===== src/rtl/led_level_sequencer.sv =====
// Go Board LED bar controller: debounced switch releases drive a 2-bit level
// in manual, wrap-around sweep or ping-pong bounce mode.
module led_level_sequencer #(
  parameter int DEBOUNCE_LIMIT = 250000,
  parameter int STEP_TICKS     = 12500000
) (
  input  logic       i_Clk,
  input  logic       i_Rst,
  input  logic       i_Switch_1,
  input  logic       i_Switch_2,
  output logic [1:0] o_Select,
  output logic [1:0] o_Mode,
  output logic       o_Paused,
  output logic       o_LED_1,
  output logic       o_LED_2,
  output logic       o_LED_3,
  output logic       o_LED_4
);

  // state       | meaning
  // MODE_MANUAL | SW2 release steps the level
  // MODE_SWEEP  | tick timer steps level 0..3 with wrap
  // MODE_BOUNCE | tick timer steps level 0..3..0 ping-pong
  typedef enum logic [1:0] {
    MODE_MANUAL = 2'b00,
    MODE_SWEEP  = 2'b01,
    MODE_BOUNCE = 2'b10
  } mode_e;

  localparam int DW = $clog2(DEBOUNCE_LIMIT);
  localparam int TW = $clog2(STEP_TICKS);
  localparam logic [DW-1:0] DB_MAX   = DW'(DEBOUNCE_LIMIT - 1);
  localparam logic [TW-1:0] TICK_MAX = TW'(STEP_TICKS - 1);

  logic [1:0]         sw_raw;
  logic [1:0]         deb_q, deb_d;
  logic [1:0]         deb_dly_q, deb_dly_d;
  logic [1:0][DW-1:0] cnt_q, cnt_d;
  logic [1:0]         rel_q, rel_d;
  mode_e              mode_q, mode_d;
  logic [1:0]         level_q, level_d;
  logic               paused_q, paused_d;
  logic               dir_up_q, dir_up_d;
  logic [TW-1:0]      tick_q, tick_d;
  logic               tick_tc;

  assign sw_raw  = {i_Switch_2, i_Switch_1};
  assign tick_tc = (tick_q == TICK_MAX);

  always_comb begin
    deb_d     = deb_q;
    cnt_d     = cnt_q;
    deb_dly_d = deb_q;
    rel_d     = deb_dly_q & ~deb_q;
    for (int i = 0; i < 2; i++) begin
      if (sw_raw[i] == deb_q[i]) begin
        cnt_d[i] = '0;
      end else if (cnt_q[i] == DB_MAX) begin
        deb_d[i] = sw_raw[i];
        cnt_d[i] = '0;
      end else begin
        cnt_d[i] = cnt_q[i] + 1'b1;
      end
    end

    mode_d   = mode_q;
    level_d  = level_q;
    paused_d = paused_q;
    dir_up_d = dir_up_q;
    tick_d   = tick_q;

    // A mode change takes priority over any SW2 event or timer step.
    if (rel_q[0]) begin
      case (mode_q)
        MODE_MANUAL: mode_d = MODE_SWEEP;
        MODE_SWEEP:  mode_d = MODE_BOUNCE;
        default:     mode_d = MODE_MANUAL;
      endcase
      tick_d   = '0;
      paused_d = 1'b0;
      dir_up_d = 1'b1;
    end else if (mode_q == MODE_MANUAL) begin
      tick_d = '0;
      if (rel_q[1]) level_d = level_q + 2'd1;
    end else if (paused_q) begin
      if (rel_q[1]) paused_d = 1'b0;
    end else begin
      if (rel_q[1]) paused_d = 1'b1;
      if (!tick_tc) begin
        tick_d = tick_q + 1'b1;
      end else begin
        tick_d = '0;
        if (mode_q == MODE_SWEEP) begin
          level_d = level_q + 2'd1;
        end else if (dir_up_q) begin
          // Entering bounce at level 3 with direction up turns straight around.
          if (level_q == 2'd3) begin
            level_d  = 2'd2;
            dir_up_d = 1'b0;
          end else begin
            level_d = level_q + 2'd1;
            if (level_q == 2'd2) dir_up_d = 1'b0;
          end
        end else begin
          if (level_q == 2'd0) begin
            level_d  = 2'd1;
            dir_up_d = 1'b1;
          end else begin
            level_d = level_q - 2'd1;
            if (level_q == 2'd1) dir_up_d = 1'b1;
          end
        end
      end
    end
  end

  always_ff @(posedge i_Clk) begin
    if (i_Rst) begin
      deb_q     <= '0;
      deb_dly_q <= '0;
      cnt_q     <= '0;
      rel_q     <= '0;
      mode_q    <= MODE_MANUAL;
      level_q   <= '0;
      paused_q  <= 1'b0;
      dir_up_q  <= 1'b1;
      tick_q    <= '0;
    end else begin
      deb_q     <= deb_d;
      deb_dly_q <= deb_dly_d;
      cnt_q     <= cnt_d;
      rel_q     <= rel_d;
      mode_q    <= mode_d;
      level_q   <= level_d;
      paused_q  <= paused_d;
      dir_up_q  <= dir_up_d;
      tick_q    <= tick_d;
    end
  end

  assign o_Select = level_q;
  assign o_Mode   = mode_q;
  assign o_Paused = paused_q;
  assign o_LED_1  = 1'b1;
  assign o_LED_2  = |level_q;
  assign o_LED_3  = level_q[1];
  assign o_LED_4  = &level_q;

endmodule


===== config.mk =====
export PLATFORM = sky130hd
export DESIGN_NAME = led_level_sequencer
export DESIGN_NICKNAME = d
export VERILOG_FILES = /design/src/rtl/led_level_sequencer.sv
export SDC_FILE = /design/constraint.sdc
export NUM_CORES = 1
export LEC_CHECK = 0
export ABC_CLOCK_PERIOD_IN_PS = 4500
export CAP_MARGIN = 10
export CORE_MARGIN = 1
export CORE_UTILIZATION = 60
export CTS_BUF_LIST = sky130_fd_sc_hd__clkbuf_8
export DETAILED_ROUTE_END_ITERATION = 10
export PLACE_DENSITY_LB_ADDON = 0.1
export SETUP_SLACK_MARGIN = 0.02
export SLEW_MARGIN = 20
export SYNTH_ARGS = -nofsm -noshare
export SYNTH_HDL_FRONTEND = slang
export SYNTH_SLANG_ARGS = --single-unit

===== constraint.sdc =====
create_clock -name i_Clk -period 4.5 [get_ports i_Clk]
set_input_delay 0.9 -clock i_Clk [delete_from_list [all_inputs] [get_ports i_Clk]]
set_output_delay 0.9 -clock i_Clk [all_outputs]
set_load 0.05 [all_outputs]

run_1/clk_routes.png
Drawn at 8 px/um.
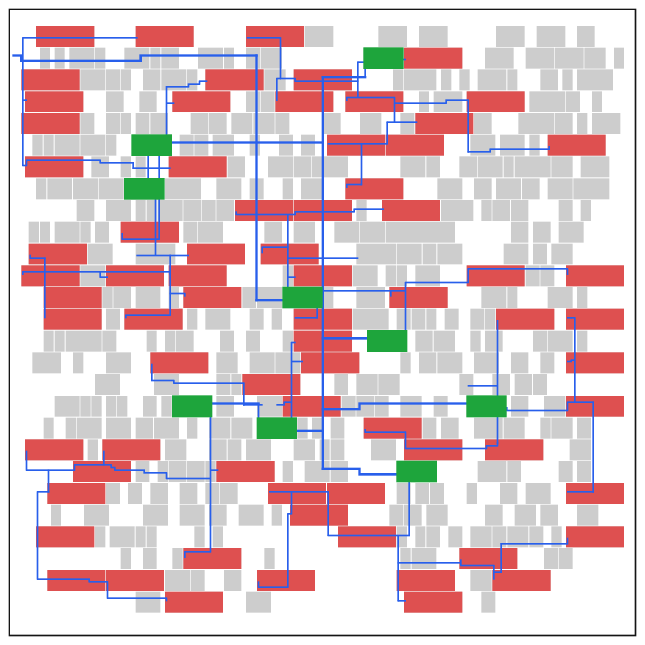
Green stands for clock drivers, count 9. Red stands for flip-flops, count 72. Blue stands for clock wires, length 831 um.
Position of the flops: spread over the die. There are 10 routed clock nets.
Clock Latency Late Sink: 0.34 ns
Clk network pwr share: 40.6%
Setup Skew: 0.01468 ns
Power Clock: 0.000450 W

run_1/wires.png
Drawn at 8 px/um. Two of the layers only.
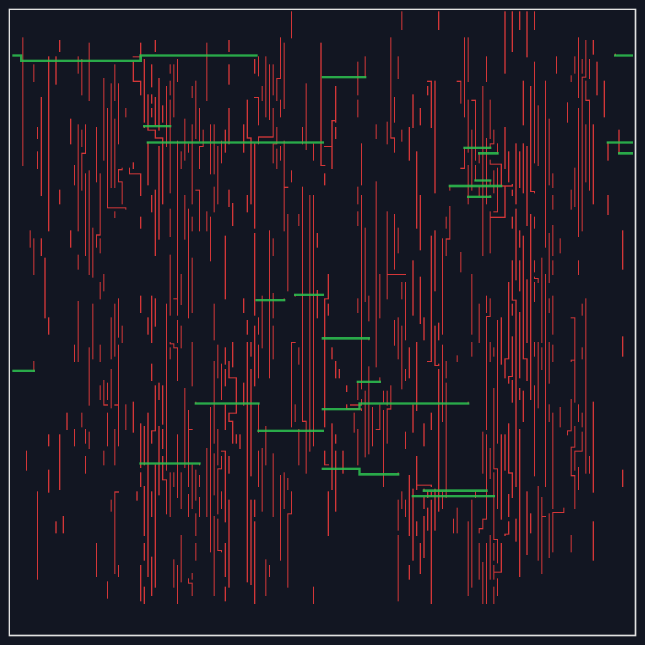
Red stands for metal 2, wire length 3020 um. Green stands for metal 3, wire length 173 um.

run_1/cell_density.png
Drawn at 4 px/um. 8 x 8 tiles, from white (low) to dark blue (high), 0 to 100% covered.
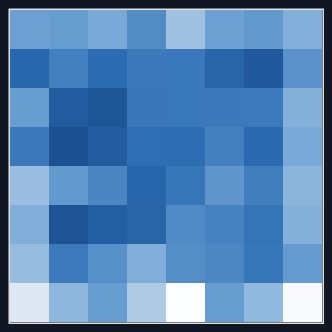
23% of the tiles are over 75% full. 1.6% of the tiles are nearly empty. The densest ninth of the die: centre. The fullest tile reaches 87%.
fin util: 68.38%
FP Core Util: 62.71%
core area: 0.005540 mm2

==> flow_summary.toml, run 1 <==
# generated from flow reports
[place]
gp_congestion = 0.8296
place_ws_ns = 1.761
io_buffer_count = 11

[grt]
grt_usage_pct = 23.87
use_met1_pct = 29.18
globalRouteMet3Util_pct = 6.279
grt_use_met2_pct = 41.23
grt_pass1_vias = 2675
grt_pass1_wl_mm = 11.65
grt_max_degree = 23

[clocking]
cts_setup_buffers = 0
cts_buffers = 9
path_clk_slew_ns = 0.07
postCtsHoldBufs = 0
cts_tree = "built"
cts-root-buf = "clkbuf_8"
clkSinkCount = 72
clockBufferDepth = 2
cts_resized = 0

[yosys]
enable_flop_cells = 0
synth-adder-area-share_pct = 2.881
synthesis.nets = 412
seq_area_frac_synth_pct = 41.48
ys_types = 47
ys.flops = 72
synth.area.mux_share_pct = 0.9003
ys_cells = 400
topCombFamilyByArea = "simple AND/OR/NAND/NOR gates"
yosysChipArea_mm2 = 0.003475

[floorplanning]
die_y_um = 78.10
die_w_um = 78.10
die_area_mm2 = 0.006100
top_level_ports = 13

[setup_path]
required_ns = 3.60
start_kind = "flop"
r2r_setup_slack_ns = 2.20
critical_path_arrival_ns = 2.00
reg2reg_to = "tick_q[11]$_SDFFE_PP0N_"
path_max_fanout = 7
r2r-start = "tick_q[11]$_SDFFE_PP0N_"
reg2reg_depth = 5

[sta]
post-route-period-util_pct = 64.36
tightest_slew_ns = 1.025
setup_slack_ns = 1.604
finalSetupViolCount = 0
max_freq_mhz = 345.3
layout_min_cycle_time_ns = 2.896
hold_viol = 0
maxSlewHeadroom_pct = 31.18
tns_ns = 0
drv_slew = 0

[detailed_routing]
num_vias = 2821
drt-total-wl_mm = 6.463
viasPerCell = 5.793
postRouteAntennaNets = 0
drt_iter0_markers = 84
route.detailed.drc = 0

[power_and_ir_drop]
p_per_area_mw_per_mm2 = 292.8
leakagePower_nw = 1.210
ir_worst_vdd_mv = 0.1946

[outcome]
status = "completed"

[worst_hold_path]
hp-class = "reg -> reg"

[flow_run]
tool_warnings = 30
## run 1: synthesized netlist by cell type, types with 3 or more instances
master | number | share of area (%)
nand4_1 | 20 | 3.6
and4_1 | 9 | 2.3
ha_1 | 8 | 2.9
clkbuf_1 | 6 | 0.65
nand2b_1 | 4 | 0.72
dfxtp_1 | 72 | 41
nor2b_1 | 3 | 0.54
or3_2 | 3 | 0.65
or4_1 | 13 | 2.8
buf_4 | 3 | 0.65
nor4_1 | 11 | 2.0
nor2_1 | 56 | 6.0
xnor2_1 | 24 | 6.0
nand2_1 | 21 | 2.3
nor4b_1 | 3 | 0.76
nor3_1 | 13 | 1.9
inv_1 | 8 | 0.86
o31ai_1 | 8 | 1.7
a21oi_1 | 17 | 2.4
and3_1 | 5 | 0.90
o21ai_0 | 12 | 1.7
nand3_1 | 25 | 3.6
xor2_1 | 18 | 4.5
or3_1 | 7 | 1.3
## run 1: metrics by stage
step           cell area [um2]  std cells  power [W]
3_5_place_dp              3608        471  0.0006736
3_3_place_gp              3608        471  0.0006735
2_1_floorplan             3475        400  0.0006685
5_1_grt                   3789        487   0.001155
4_1_cts                   3785        487   0.001117
6_report                  3789        487   0.001109
## run 1: final cells by class
class	count	area, um2
repair buffers	13	125.1
multi-input cells	306	1926
clock inverters	5	25.02
well taps	72	90.09
clock buffers	11	151.4
flip-flops and latches	72	1441
inverters	8	30.03
fillers	483	1752
## run 1: power breakdown
part / leakage [nW] / switching, W / internal (W)
sequential: 0.580 / 0.00000187 / 0.000639
clock: 0.103 / 0.000226 / 0.000224
combinational: 0.527 / 0.0000124 / 0.00000607
## run 1: sequential cells by signal (all words and copies together) (netlist names)
name / flops
cnt_q: 36
tick_q: 24
deb_dly_d: 2
deb_dly_q: 2
o_Mode: 2
o_Select: 2
rel_q: 2
dir_up_q: 1
o_Paused: 1
## run 1: worst max path at each step
stage                                  start                       to  slack [ns]  cells past startpoint
detailed placement                     i_Rst  tick_q[12]$_SDFFE_PP0N_        1.76                      6
global route        o_Select[0]$_SDFFE_PP0P_                  o_LED_2        1.47                      4
finish              o_Select[0]$_SDFFE_PP0P_                  o_LED_2        1.60                      4
floorplan           o_Select[0]$_SDFFE_PP0P_                  o_LED_2        2.16                      3
CTS                 o_Select[0]$_SDFFE_PP0P_                  o_LED_2        1.59                      4
global placement                       i_Rst   tick_q[4]$_SDFFE_PP0N_        1.80                      6
## run 1: critical path, stage by stage (launching register included)
cell	delay, ns
dfxtp_1	0.44
inv_1	0.13
ha_1	0.24
inv_1	0.06
clkdlybuf4s50_1	0.79
## run 1: layer usage
layer | vias to the layer above | wire length [um]
li1 | 1476 | -
met1 | 1301 | 3185
met2 | 35 | 3024
met3 | 9 | 173
met4 | 0 | 79
met5 | - | 0
## run 1: placed cells by master (no fill, tap or decap), types with 9 or more instances in the layout
cell type	instances
nor4_1	11
o21ai_0	12
clkbuf_8	11
nand2_1	21
inv_1	11
nand3_1	25
or4_1	13
nand4_1	20
and4_1	9
dfxtp_1	72
nor3_1	13
xnor2_1	24
nor2_1	56
xor2_1	18
clkdlybuf4s50_1	11
a21oi_1	17
run_1/congestion.png
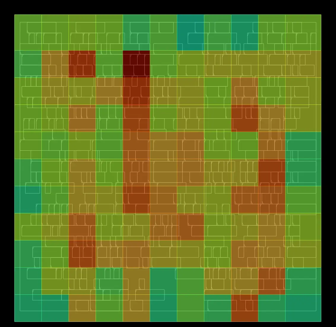

==> inputs of run 2 (changes only) <==
ABC_CLOCK_PERIOD_IN_PS = 2600   (was 4500)
CORE_UTILIZATION = 57   (was 60)
clock period = 2.6 ns   (was 4.5 ns; I/O delays follow)
run_2/congestion.png
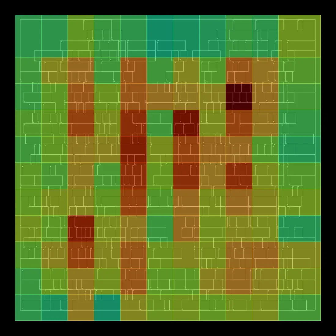
M3 GR Usage: 5.795%
fin util: 64.99%
drt wl/cell: 13.49 um
overall routing resource usage: 23.76%

run_2/clk_routes.png
Drawn at 8 px/um.
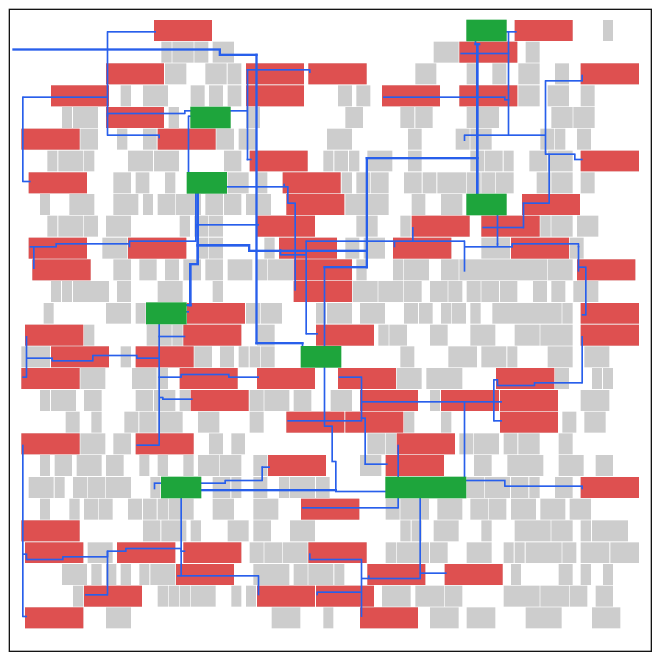
Blue stands for clock wires, length 889 um. Red stands for flip-flops, count 72. Green stands for clock drivers, count 9.
Position of the flops: spread over the die.

==> flow_summary.toml, run 2 <==
# generated from flow reports
[outcome]
status = "completed"

[yosys]
ys.flops = 72
synth.area.top_cells = "dfxtp_1 41%, nor2_1 6.0%, xnor2_1 6.0%"
yosysChipArea_mm2 = 0.003475
most_common_cell = "dfxtp_1"
synthesis.nets = 412
syn_area_mm2 = 0.003475
ys_cells = 400
synthCells = 400
ys_types = 47
netlist.area_leader.share_pct = 41.48
avgSynthCellArea_um2 = 8.686
seq_area_frac_synth_pct = 41.48
flop_cell = "dfxtp_1"
async_flop_share_pct = 0
largest_area_cell = "dfxtp_1"
yosysWarnings = 0
common_cells = "72 x dfxtp_1, 56 x nor2_1, 25 x nand3_1, 24 x xnor2_1, 21 x nand2_1"
enable_flop_cells = 0

[power_and_ir_drop]
combPwrFrac_pct = 1.8
internal-power_w = 0.001546
p_switching_w = 0.0004223
p_per_area_mw_per_mm2 = 514.7
power_frac_seq_pct = 56.3
leakagePower_nw = 1.249
p_clk_share_pct = 41.9
ir_worst_vdd_mv = 0.3144
sw_frac_of_total_pct = 21.45

[sta]
post-route-period-util_pct = 90.28
hold_slack_ns = 0.4631
drv_slew = 0
finalSetupViolCount = 0
clock_skew_ns = 0.004461
layout_min_cycle_time_ns = 2.347
maxSlewHeadroom_pct = 64.98
tightest_slew_ns = 0.5121
hold_viol = 0
max_freq_mhz = 426.0
tns_ns = 0
rsz0062_at_grt = "false"

[floorplanning]
coreArea_mm2 = 0.005886
placementRows = 28
die_w_um = 80.08
die_y_um = 80.08
top_level_ports = 13
die_area_mm2 = 0.006412
fp_util_pct = 59.03

[place]
dpl_cell_area_mm2 = 0.003642
gp_congestion = 0.8232
hpwlAfterDp_mm = 4.582
io_buffer_count = 11

[setup_path]
r2r-start = "o_Paused$_SDFFE_PP0P_"
required_ns = 2.08
end_kind = "output port"
critical_path_arrival_ns = 1.83
crit_type = "reg -> out"
r2r_setup_slack_ns = 0.58
start_kind = "flop"
path_max_fanout = 7
reg2reg_to = "tick_q[23]$_SDFFE_PP0N_"
reg2reg_depth = 4

[grt]
grt_max_degree = 25
grt_overflow_total = 0
antenna_found_initial = 0
grt_pass1_vias = 2659
grt_pass1_wl_mm = 11.90

[worst_hold_path]
hp-start = "deb_dly_q[0]$_SDFF_PP0_"
hp-class = "reg -> reg"
hold_depth = 1
min_to = "rel_q[0]$_SDFF_PP0_"

[detailed_routing]
drt-total-wl_mm = 6.666
viasPerCell = 5.885
postRouteAntennaNets = 0
num_vias = 2907
drt_iter0_markers = 107
route.detailed.drc = 0
drtPass1Iterations = 4

[cells_and_area]
mi_logic_area_mm2 = 0.001922
reg_top3 = "cnt_q x36, tick_q x24"
layout_top_cells = "72 x dfxtp_1, 56 x nor2_1, 25 x nand3_1, 24 x xnor2_1, 21 x nand2_1"
finish.instance_area_mm2 = 0.003825
largest_register_ffs = 36
regMostFlops = "cnt_q"
nNetsFinal = 426
regArea_mm2 = 0.001441
layout-drive-gt1-share_pct = 7.160
n_fill_cell = 527
antenna_cells_inserted = 0
area.growth.synth_to_final_pct = 10.08
lay_top_count = "dfxtp_1"

[clocking]
htreeDepth = 3
cts_setup_buffers = 0
postCtsHoldBufs = 0
cts_buffers = 9
cts_tree = "built"
clkSinkCount = 72
cts-root-buf = "clkbuf_8"
clockBufferDepth = 2
path_clk_slew_ns = 0.07
clkLatencyLatePin_ns = 0.34

[flow_run]
tool_warnings = 30
drv_cap = 0
run 2: cell type report:
cell class                 instances  area share [%]
clock buffer                       9           3.238
clock inverter                     7           1.472
inverter                           8          0.7851
multi-input combinational        306           50.25
sequential                        72           37.68
tap                               75           2.453
timing repair buffer              17           4.122
run 2: cell families after synthesis:
group           count (synthesis)  synth area share (%)
xor+xnor                       42                 10.59
other cells                     1                0.1079
mux                             3                0.9003
fa+ha+maj                       8                 2.881
compound gates                 50                 8.967
simple gates                  202                 31.87
flops                          72                 41.48
buf+inv                        22                 3.205
run 2: what timing repair did:
action | CTS | global route
endpoints found under the hold margin | 0 | 0
setup endpoints to repair | 0 | 1
resized | 0 | 1
run 2: how the worst max path moves through the flow:
| stage | startpoint | to | slack (ns) | cells after the start |
|---|---|---|---|---|
| floorplan | o_Select[0]$_SDFFE_PP0P_ | dir_up_q$_SDFFE_PP1P_ | 0.34 | 4 |
| global placement | o_Select[0]$_SDFFE_PP0P_ | o_LED_2 | 0.48 | 4 |
| detailed placement | o_Select[0]$_SDFFE_PP0P_ | o_LED_2 | 0.45 | 4 |
| CTS | o_Select[0]$_SDFFE_PP0P_ | o_LED_2 | 0.07 | 4 |
| global route | o_Select[0]$_SDFFE_PP0P_ | o_LED_4 | 0.14 | 2 |
| finish | o_Select[0]$_SDFFE_PP0P_ | o_LED_4 | 0.25 | 2 |
run 2: through the flow:
| stage | power (W) | std cells | worst slack, ns |
|---|---|---|---|
| global route | 0.002054 | 494 | 0.1362 |
| finish | 0.001969 | 494 | 0.2526 |
| CTS | 0.001988 | 494 | 0.06681 |
| global placement | 0.001169 | 478 | 0.4807 |
| floorplan | 0.001157 | 400 | 0.3354 |
| detailed placement | 0.001169 | 478 | 0.4502 |
run 2: power groups by stage:
stage	Sequential, W	Clock, W	Combinational [W]
floorplan	0.00113	0	0.0000238
global placement	0.00113	0	0.0000350
detailed placement	0.00113	0	0.0000355
CTS	0.00111	0.000844	0.0000357
global route	0.00111	0.000906	0.0000394
finish	0.00111	0.000825	0.0000352
run 2: layer usage:
metal	vias up	GRT usage, %	wire length (um)
met5	-	0	0
met1	1371	30.56	3277
met4	0	9.107	85
met2	45	38.29	3064
li1	1480	-	-
met3	11	5.795	238
run 2: worst max-delay path: stages, from the launching register on:
cell             delay, ns
dfxtp_1               0.44
ha_1                  0.23
clkdlybuf4s50_1       0.81
Power is estimated from default activity; no workload was simulated.
